## config.mk

```make
export PLATFORM = sky130hd
export DESIGN_NAME = mig_app_initiator_flat
export DESIGN_NICKNAME = d
export VERILOG_FILES = /design/src/rtl/mig_app_pkg.sv /design/src/rtl/mig_app_initiator_if.sv /design/src/rtl/mig_app_initiator.sv /design/src/flat_wrapper.sv
export SDC_FILE = /design/constraint.sdc
export NUM_CORES = 1
export LEC_CHECK = 0
export CORE_AREA = 2 2 241 243
export DETAILED_ROUTE_END_ITERATION = 10
export DIE_AREA = 0 0 243 245
export HOLD_SLACK_MARGIN = 0.06
export PLACE_DENSITY = 0.51
export REMOVE_ABC_BUFFERS = 1
export SLEW_MARGIN = 20
export SYNTH_ARGS = -nofsm -noshare
export SYNTH_HDL_FRONTEND = slang
export SYNTH_SLANG_ARGS = --single-unit
export TNS_END_PERCENT = 20
```

## constraint.sdc

```tcl
create_clock -name mclk -period 3.2 [get_ports mclk]
set_clock_uncertainty 0.05 [all_clocks]
set_input_delay 0.64 -clock mclk [delete_from_list [all_inputs] [get_ports mclk]]
set_output_delay 0.64 -clock mclk [all_outputs]
set_load 0.05 [all_outputs]
```

## src/rtl/mig_app_pkg.sv

```systemverilog
// Shared definitions for the MIG user-application initiator.
// Holds the app_cmd codes, the data/mask/address widths, the state
// encoding of the initiator FSM and a small address-alignment helper.
package mig_app_pkg;

  localparam int DATA_W = 128;
  localparam int MASK_W = 16;
  localparam int ADDR_W = 28;

  localparam logic [2:0] MIG_CMD_WRITE = 3'b000;
  localparam logic [2:0] MIG_CMD_READ  = 3'b001;

  localparam logic [2:0] ST_IDLE  = 3'd0;
  localparam logic [2:0] ST_CMD   = 3'd1;
  localparam logic [2:0] ST_WDAT  = 3'd2;
  localparam logic [2:0] ST_RWAIT = 3'd3;
  localparam logic [2:0] ST_RESP  = 3'd4;

  // MIG addresses one 128-bit beat at a time, so the byte offset is dropped.
  function automatic logic [ADDR_W-1:0] beat_align(input logic [ADDR_W-1:0] a);
    return {a[ADDR_W-1:4], 4'h0};
  endfunction

endpackage

```

## src/rtl/mig_app_initiator_if.sv

```systemverilog
// MIG user-application bus: command channel (app_addr/app_cmd/app_en/app_rdy),
// write-data channel (app_wdf_*) and read-data return (app_rd_*).
// modport master : the initiator (drives commands and write data)
// modport slave  : the MIG core or a simulation model of it
//
// Handshake: a command transfers in a cycle where app_en & app_rdy; a write
// beat transfers where app_wdf_wren & app_wdf_rdy. The initiator keeps
// app_en/app_addr/app_cmd (and wren/data/mask) stable until the transfer.
// app_rd_data_valid is a one-cycle strobe with no back-pressure.
interface mig_app_initiator_if;
  import mig_app_pkg::*;

  logic [ADDR_W-1:0] app_addr;
  logic [2:0]        app_cmd;
  logic              app_en;
  logic              app_rdy;
  logic [DATA_W-1:0] app_wdf_data;
  logic [MASK_W-1:0] app_wdf_mask;
  logic              app_wdf_wren;
  logic              app_wdf_end;
  logic              app_wdf_rdy;
  logic [DATA_W-1:0] app_rd_data;
  logic              app_rd_data_end;
  logic              app_rd_data_valid;

  modport master (
    output app_addr, app_cmd, app_en, app_wdf_data, app_wdf_mask,
           app_wdf_wren, app_wdf_end,
    input  app_rdy, app_wdf_rdy, app_rd_data, app_rd_data_end,
           app_rd_data_valid
  );

  modport slave (
    input  app_addr, app_cmd, app_en, app_wdf_data, app_wdf_mask,
           app_wdf_wren, app_wdf_end,
    output app_rdy, app_wdf_rdy, app_rd_data, app_rd_data_end,
           app_rd_data_valid
  );

endinterface

```

## src/rtl/mig_app_initiator.sv

```systemverilog
// Initiator side of the MIG user-application interface.
// Takes single-beat 128-bit read/write requests, issues them to the MIG one
// at a time and returns a response. A read that never returns data is
// answered with resp_err after TIMEOUT wait cycles.
//
// Ports:
//   mclk, mrst_n          clock, asynchronous active-low reset
//   req_*                 request channel (valid/ready), addr/data/mask
//   resp_*                response channel (valid/ready), write flag,
//                         timeout error, read data
//   app                   MIG application bus (master modport)
//   dbg_state             current FSM state, for observation only
//
// Request/response handshake: a request transfers when req_valid & req_ready,
// a response when resp_valid & resp_ready; resp_* fields are stable while
// resp_valid is high. All outputs come from registers or from the state
// register, so there is no combinational path from app_* inputs to outputs.
module mig_app_initiator
  import mig_app_pkg::*;
#(
  parameter logic [7:0] TIMEOUT = 8'd255
) (
  input  logic              mclk,
  input  logic              mrst_n,
  input  logic              req_valid,
  output logic              req_ready,
  input  logic              req_write,
  input  logic [ADDR_W-1:0] req_addr,
  input  logic [DATA_W-1:0] req_wdata,
  input  logic [MASK_W-1:0] req_wmask,
  output logic              resp_valid,
  input  logic              resp_ready,
  output logic              resp_write,
  output logic              resp_err,
  output logic [DATA_W-1:0] resp_rdata,
  mig_app_initiator_if.master app,
  output logic [2:0]        dbg_state
);

  logic [2:0]        state;
  logic [2:0]        cmd_q;
  logic              write_q;
  logic [ADDR_W-1:0] addr_q;
  logic [DATA_W-1:0] wdata_q;
  logic [MASK_W-1:0] wmask_q;
  logic [DATA_W-1:0] rdata_q;
  logic              err_q;
  logic [7:0]        wait_cnt;
  logic [7:0]        wait_cnt_inc;
  logic              expire;
  logic [4:0]        unused_bits;

  // wait_cnt counts completed read-wait cycles; the cycle that brings the
  // count to TIMEOUT is the last one waited. It saturates rather than wraps.
  assign wait_cnt_inc = (wait_cnt == TIMEOUT) ? wait_cnt : wait_cnt + 8'd1;
  assign expire       = (wait_cnt_inc == TIMEOUT);

  always_ff @(posedge mclk or negedge mrst_n) begin
    if (!mrst_n) begin
      state    <= ST_IDLE;
      cmd_q    <= '0;
      write_q  <= 1'b0;
      addr_q   <= '0;
      wdata_q  <= '0;
      wmask_q  <= '0;
      rdata_q  <= '0;
      err_q    <= 1'b0;
      wait_cnt <= '0;
    end else begin
      case (state)
        ST_IDLE: begin
          if (req_valid) begin
            addr_q  <= beat_align(req_addr);
            write_q <= req_write;
            cmd_q   <= req_write ? MIG_CMD_WRITE : MIG_CMD_READ;
            wdata_q <= req_wdata;
            wmask_q <= req_wmask;
            rdata_q <= '0;
            err_q   <= 1'b0;
            state   <= ST_CMD;
          end
        end
        ST_CMD: begin
          if (app.app_rdy) begin
            wait_cnt <= '0;
            state    <= write_q ? ST_WDAT : ST_RWAIT;
          end
        end
        ST_WDAT: begin
          if (app.app_wdf_rdy) state <= ST_RESP;
        end
        ST_RWAIT: begin
          // Returned data takes priority over a simultaneous expiry.
          if (app.app_rd_data_valid) begin
            rdata_q <= app.app_rd_data;
            err_q   <= 1'b0;
            state   <= ST_RESP;
          end else if (expire) begin
            rdata_q <= '0;
            err_q   <= 1'b1;
            state   <= ST_RESP;
          end else begin
            wait_cnt <= wait_cnt_inc;
          end
        end
        ST_RESP: begin
          if (resp_ready) state <= ST_IDLE;
        end
        default: state <= ST_IDLE;
      endcase
    end
  end

  assign req_ready  = (state == ST_IDLE);
  assign resp_valid = (state == ST_RESP);
  assign resp_write = write_q;
  assign resp_err   = err_q;
  assign resp_rdata = rdata_q;

  assign app.app_en       = (state == ST_CMD);
  assign app.app_cmd      = cmd_q;
  assign app.app_addr     = addr_q;
  assign app.app_wdf_wren = (state == ST_WDAT);
  assign app.app_wdf_end  = (state == ST_WDAT);
  assign app.app_wdf_data = wdata_q;
  assign app.app_wdf_mask = wmask_q;

  assign dbg_state = state;

  // Single-beat transfers never need rd_data_end; the low address bits are
  // a byte offset inside the beat.
  assign unused_bits = {app.app_rd_data_end, req_addr[3:0]};

endmodule
```

## src/flat_wrapper.sv

```systemverilog
// flat-port wrapper written by rule: the top's interface ports become plain ports
module mig_app_initiator_flat import mig_app_pkg::*;
#(
  parameter logic [7:0] TIMEOUT = 8'd255
)
  (mclk, mrst_n, req_valid, req_ready, req_write, req_addr, req_wdata, req_wmask, resp_valid, resp_ready, resp_write, resp_err, resp_rdata, dbg_state, app_app_addr, app_app_cmd, app_app_en, app_app_wdf_data, app_app_wdf_mask, app_app_wdf_wren, app_app_wdf_end, app_app_rdy, app_app_wdf_rdy, app_app_rd_data, app_app_rd_data_end, app_app_rd_data_valid);
  mig_app_initiator_if app_i ();
  input  logic mclk;
  input  logic mrst_n;
  input  logic req_valid;
  output logic req_ready;
  input  logic req_write;
  input  logic [ADDR_W-1:0] req_addr;
  input  logic [DATA_W-1:0] req_wdata;
  input  logic [MASK_W-1:0] req_wmask;
  output logic resp_valid;
  input  logic resp_ready;
  output logic resp_write;
  output logic resp_err;
  output logic [DATA_W-1:0] resp_rdata;
  output logic [2:0] dbg_state;
  output wire logic [$bits(app_i.app_addr)-1:0] app_app_addr;
  output wire logic [$bits(app_i.app_cmd)-1:0] app_app_cmd;
  output wire logic [$bits(app_i.app_en)-1:0] app_app_en;
  output wire logic [$bits(app_i.app_wdf_data)-1:0] app_app_wdf_data;
  output wire logic [$bits(app_i.app_wdf_mask)-1:0] app_app_wdf_mask;
  output wire logic [$bits(app_i.app_wdf_wren)-1:0] app_app_wdf_wren;
  output wire logic [$bits(app_i.app_wdf_end)-1:0] app_app_wdf_end;
  input wire logic [$bits(app_i.app_rdy)-1:0] app_app_rdy;
  input wire logic [$bits(app_i.app_wdf_rdy)-1:0] app_app_wdf_rdy;
  input wire logic [$bits(app_i.app_rd_data)-1:0] app_app_rd_data;
  input wire logic [$bits(app_i.app_rd_data_end)-1:0] app_app_rd_data_end;
  input wire logic [$bits(app_i.app_rd_data_valid)-1:0] app_app_rd_data_valid;
  assign app_app_addr = app_i.app_addr;
  assign app_app_cmd = app_i.app_cmd;
  assign app_app_en = app_i.app_en;
  assign app_app_wdf_data = app_i.app_wdf_data;
  assign app_app_wdf_mask = app_i.app_wdf_mask;
  assign app_app_wdf_wren = app_i.app_wdf_wren;
  assign app_app_wdf_end = app_i.app_wdf_end;
  assign app_i.app_rdy = app_app_rdy;
  assign app_i.app_wdf_rdy = app_app_wdf_rdy;
  assign app_i.app_rd_data = app_app_rd_data;
  assign app_i.app_rd_data_end = app_app_rd_data_end;
  assign app_i.app_rd_data_valid = app_app_rd_data_valid;
  mig_app_initiator #(.TIMEOUT(TIMEOUT)) u_core (.mclk(mclk), .mrst_n(mrst_n), .req_valid(req_valid), .req_ready(req_ready), .req_write(req_write), .req_addr(req_addr), .req_wdata(req_wdata), .req_wmask(req_wmask), .resp_valid(resp_valid), .resp_ready(resp_ready), .resp_write(resp_write), .resp_err(resp_err), .resp_rdata(resp_rdata), .app(app_i), .dbg_state(dbg_state));
endmodule
```

**Signal metal coverage by tile**

Scale bar: 50 um. The die is cut into 24 by 24 equal tiles; dark blue is low, red is high, scaled to the fullest tile. Values are wire area over tile area, all layers added.
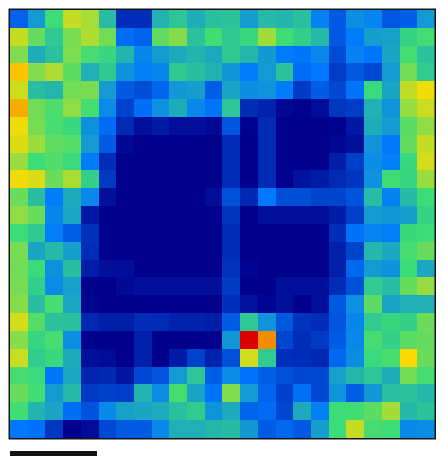
mean over tiles = 0.12
emptiest ninth of the die = middle
densest ninth of the die = top left
fullest tile = 0.46
routed wire length: 44830 um
mean routed wirelength per cell: 17.83 um
via count: 10.36k
total track usage: 0.1468

**Register map, names as in the netlist**

Scale bar: 50 um. Other sequential cells in the stronger gray, the rest of the logic in the fainter gray.
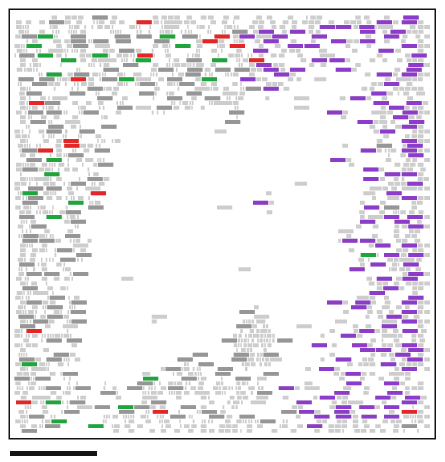
purple -> u_core.resp_rdata  # sequential cells 128
green -> u_core.app.app_addr  # sequential cells 24
red -> u_core.app.app_wdf_mask  # sequential cells 16
FF+latch area: 7757 um2
fraction of area in registers: 0.3857
fin util: 0.3527

**Routing congestion map**

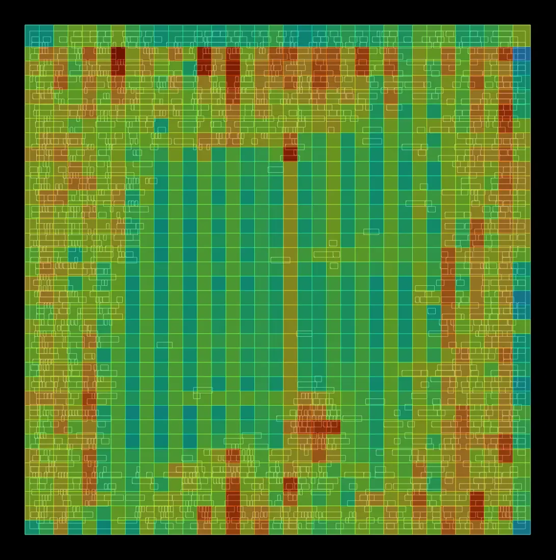
GRT met1 Usage: 0.1766
GR peak layer: met2
GR Layer Usage met3: 0.05948
GRT met2 Usage: 0.2452

==> changes_impl.md <==
### Changed

* Required time worst endpoint at around 2.5 ns
* Pwr Total at 23.43 mW
* Clock Latency Late Sink at 0.54 ns
* Pins Over Slew Limit at 0
* Status: completed
* Placer Congestion at 0.8428
* Cell taking the most area after synthesis: dfrtp_1
* Post-DP HPWL at 32610 um
* Avg Cell Area, Syn at roughly 11 um2
* DP Worst Slack at about 0.39 ns
* Worst path max stage delay at 0.92 ns
* CP arrival at roughly 2.4 ns
* Cells along the critical path: nor3_1 -> clkdlybuf4s50_1
* Slew Limit Headroom at 0.3799
* Initial drt markers at 615
* Flops after synth at 310
* Diodes inserted at 0
* Final critical-path required period at 3.110 ns
* Slowest CP cell: clkdlybuf4s50_1
* Drt via density at 4.120
* Crit path max fanout at 7
* Worst Tran Pin Value at 0.9267 ns
* Floorplan utilization at 0.2062
* Worst hold slack at 0.06279 ns
* CP Launch Type: register
* Final worst slack at 0.09050 ns
* Post-CTS Setup Bufs at 0
* Post-synth ARST share at 1.000
* Hold crit path type: input pin to asynchronous set/reset pin
* RSZ-0062 raised after global routing: false
* Clock transition at the registers of the reported paths at 0.06 ns
**Cells colored by class**

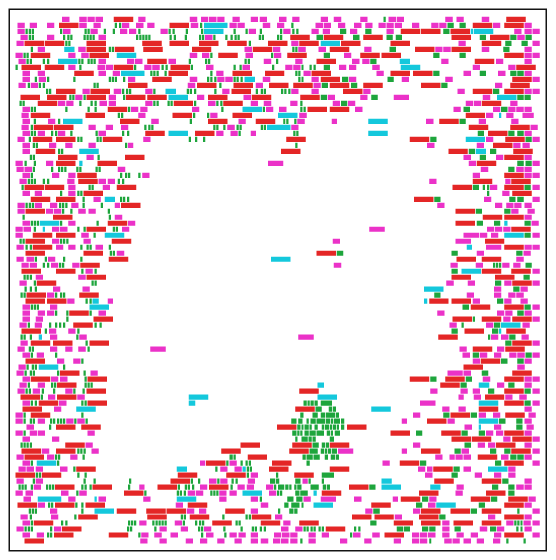
magenta -> other buffers and delay cells  # cells 637
green -> all other logic  # cells 734
cyan -> clock drivers and dummy loads  # cells 69
red -> flops  # cells 310
post-route cell area: 20110 um2
number of placement rows: 88

**Signal wires by layer**

Scale bar: 50 um.
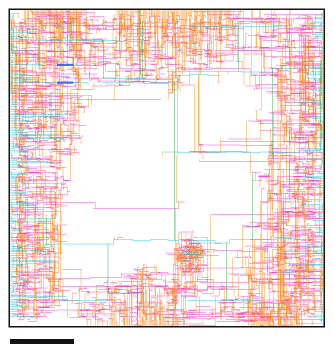
blue -> met5  # wire length 22.1 um
orange -> met2  # wire length 21.5 mm
cyan -> met3  # wire length 4180 um
green -> met4  # wire length 826 um
magenta -> met1  # wire length 18300 um

state kept, by name, indices dropped and copies added, names as in the netlist:
name and count:
u_core.dbg_state 3, u_core.resp_write 1, u_core.app.app_addr 24, u_core.wait_cnt 8
u_core.app.app_wdf_mask 16, u_core.app.app_wdf_data 128, u_core.resp_err 1, u_core.resp_rdata 128
u_core.app.app_cmd 1
synthesized netlist by cell type (2+ instances only):
cell and number:
and2_1 3, or3_1 2, o31ai_1 4, o41ai_1 2, inv_1 4, a22o_1 128, buf_4 8, nand2_1 519
a21oi_1 10, o211ai_1 2, o21ai_0 7, and3_1 4, nand3_1 10, o32ai_1 2, buf_2 6, clkbuf_1 49
nor2_1 11, nor3_1 2, dfrtp_1 310, buf_6 14
through the flow:
| stage | util | std cells | TNS (ns) |
|---|---|---|---|
| 2_1_floorplan | - | 1044 | -945.56 |
| 3_3_place_gp | 0.3295 | 2446 | 0 |
| 3_5_place_dp | 0.3295 | 2446 | 0 |
| 4_1_cts | 0.3527 | 2515 | 0 |
| 5_1_grt | 0.3527 | 2515 | 0 |
| 6_report | 0.3527 | 2515 | 0 |
cell type report:
cell class              count  area, um2  share of cell area
flip-flops and latches    310       7757              0.3857
repair buffers            637       6464              0.3213
multi-input cells         730       3601              0.1790
clock buffers              55       1136             0.05648
well taps                 765      957.2             0.04759
clock inverters            14      183.9            0.009144
inverters                   4      15.01           0.0007465
kinds of logic (layout without fill, tap and decap cells):
kind of cell | count (synthesis) | after routing | share of synthesized area
AND-OR/OR-AND | 162 | 162 | 0.1150
other | 1 | 6 | 0.0003188
multiplexers | 1 | 1 | 0.0008511
buffers and inverters | 81 | 710 | 0.03798
adder cells (fa/ha/maj) | 1 | 1 | 0.001064
flip-flops | 310 | 310 | 0.6596
AND/OR/NAND/NOR | 559 | 559 | 0.1845
XOR/XNOR | 1 | 1 | 0.0007448
metal layers:
layer	routed length [um]	share of wire	track usage	up-vias
met1	18260	0.41	0.1766	4967
met4	825	0.018	0.03428	4
met3	4177	0.093	0.05948	55
met5	22	0.00049	0	-
li1	-	-	-	4887
met2	21540	0.48	0.2452	449
worst max-delay path by stage:
| stage | slack [ns] | cells after the start | startpoint | to |
|---|---|---|---|---|
| after floorplan | -4.69 | 4 | u_core.dbg_state[1]$_DFFE_PN0P_ | u_core.resp_rdata[0]$_DFFE_PN0P_ |
| after global placement | 0.51 | 5 | req_valid | u_core.resp_rdata[99]$_DFFE_PN0P_ |
| after detailed placement | 0.39 | 5 | req_valid | u_core.resp_rdata[78]$_DFFE_PN0P_ |
| after CTS | 0.05 | 2 | u_core.dbg_state[1]$_DFFE_PN0P_ | req_ready |
| after global routing | 0.01 | 2 | u_core.dbg_state[1]$_DFFE_PN0P_ | req_ready |
| final | 0.09 | 2 | u_core.dbg_state[1]$_DFFE_PN0P_ | req_ready |
power breakdown:
part,switching (mW),internal (mW)
clock network,1.76,2.79
logic,8.48,4.00
registers,0.907,5.50
total,11.1,12.3
Power and IR drop assume default switching activity.
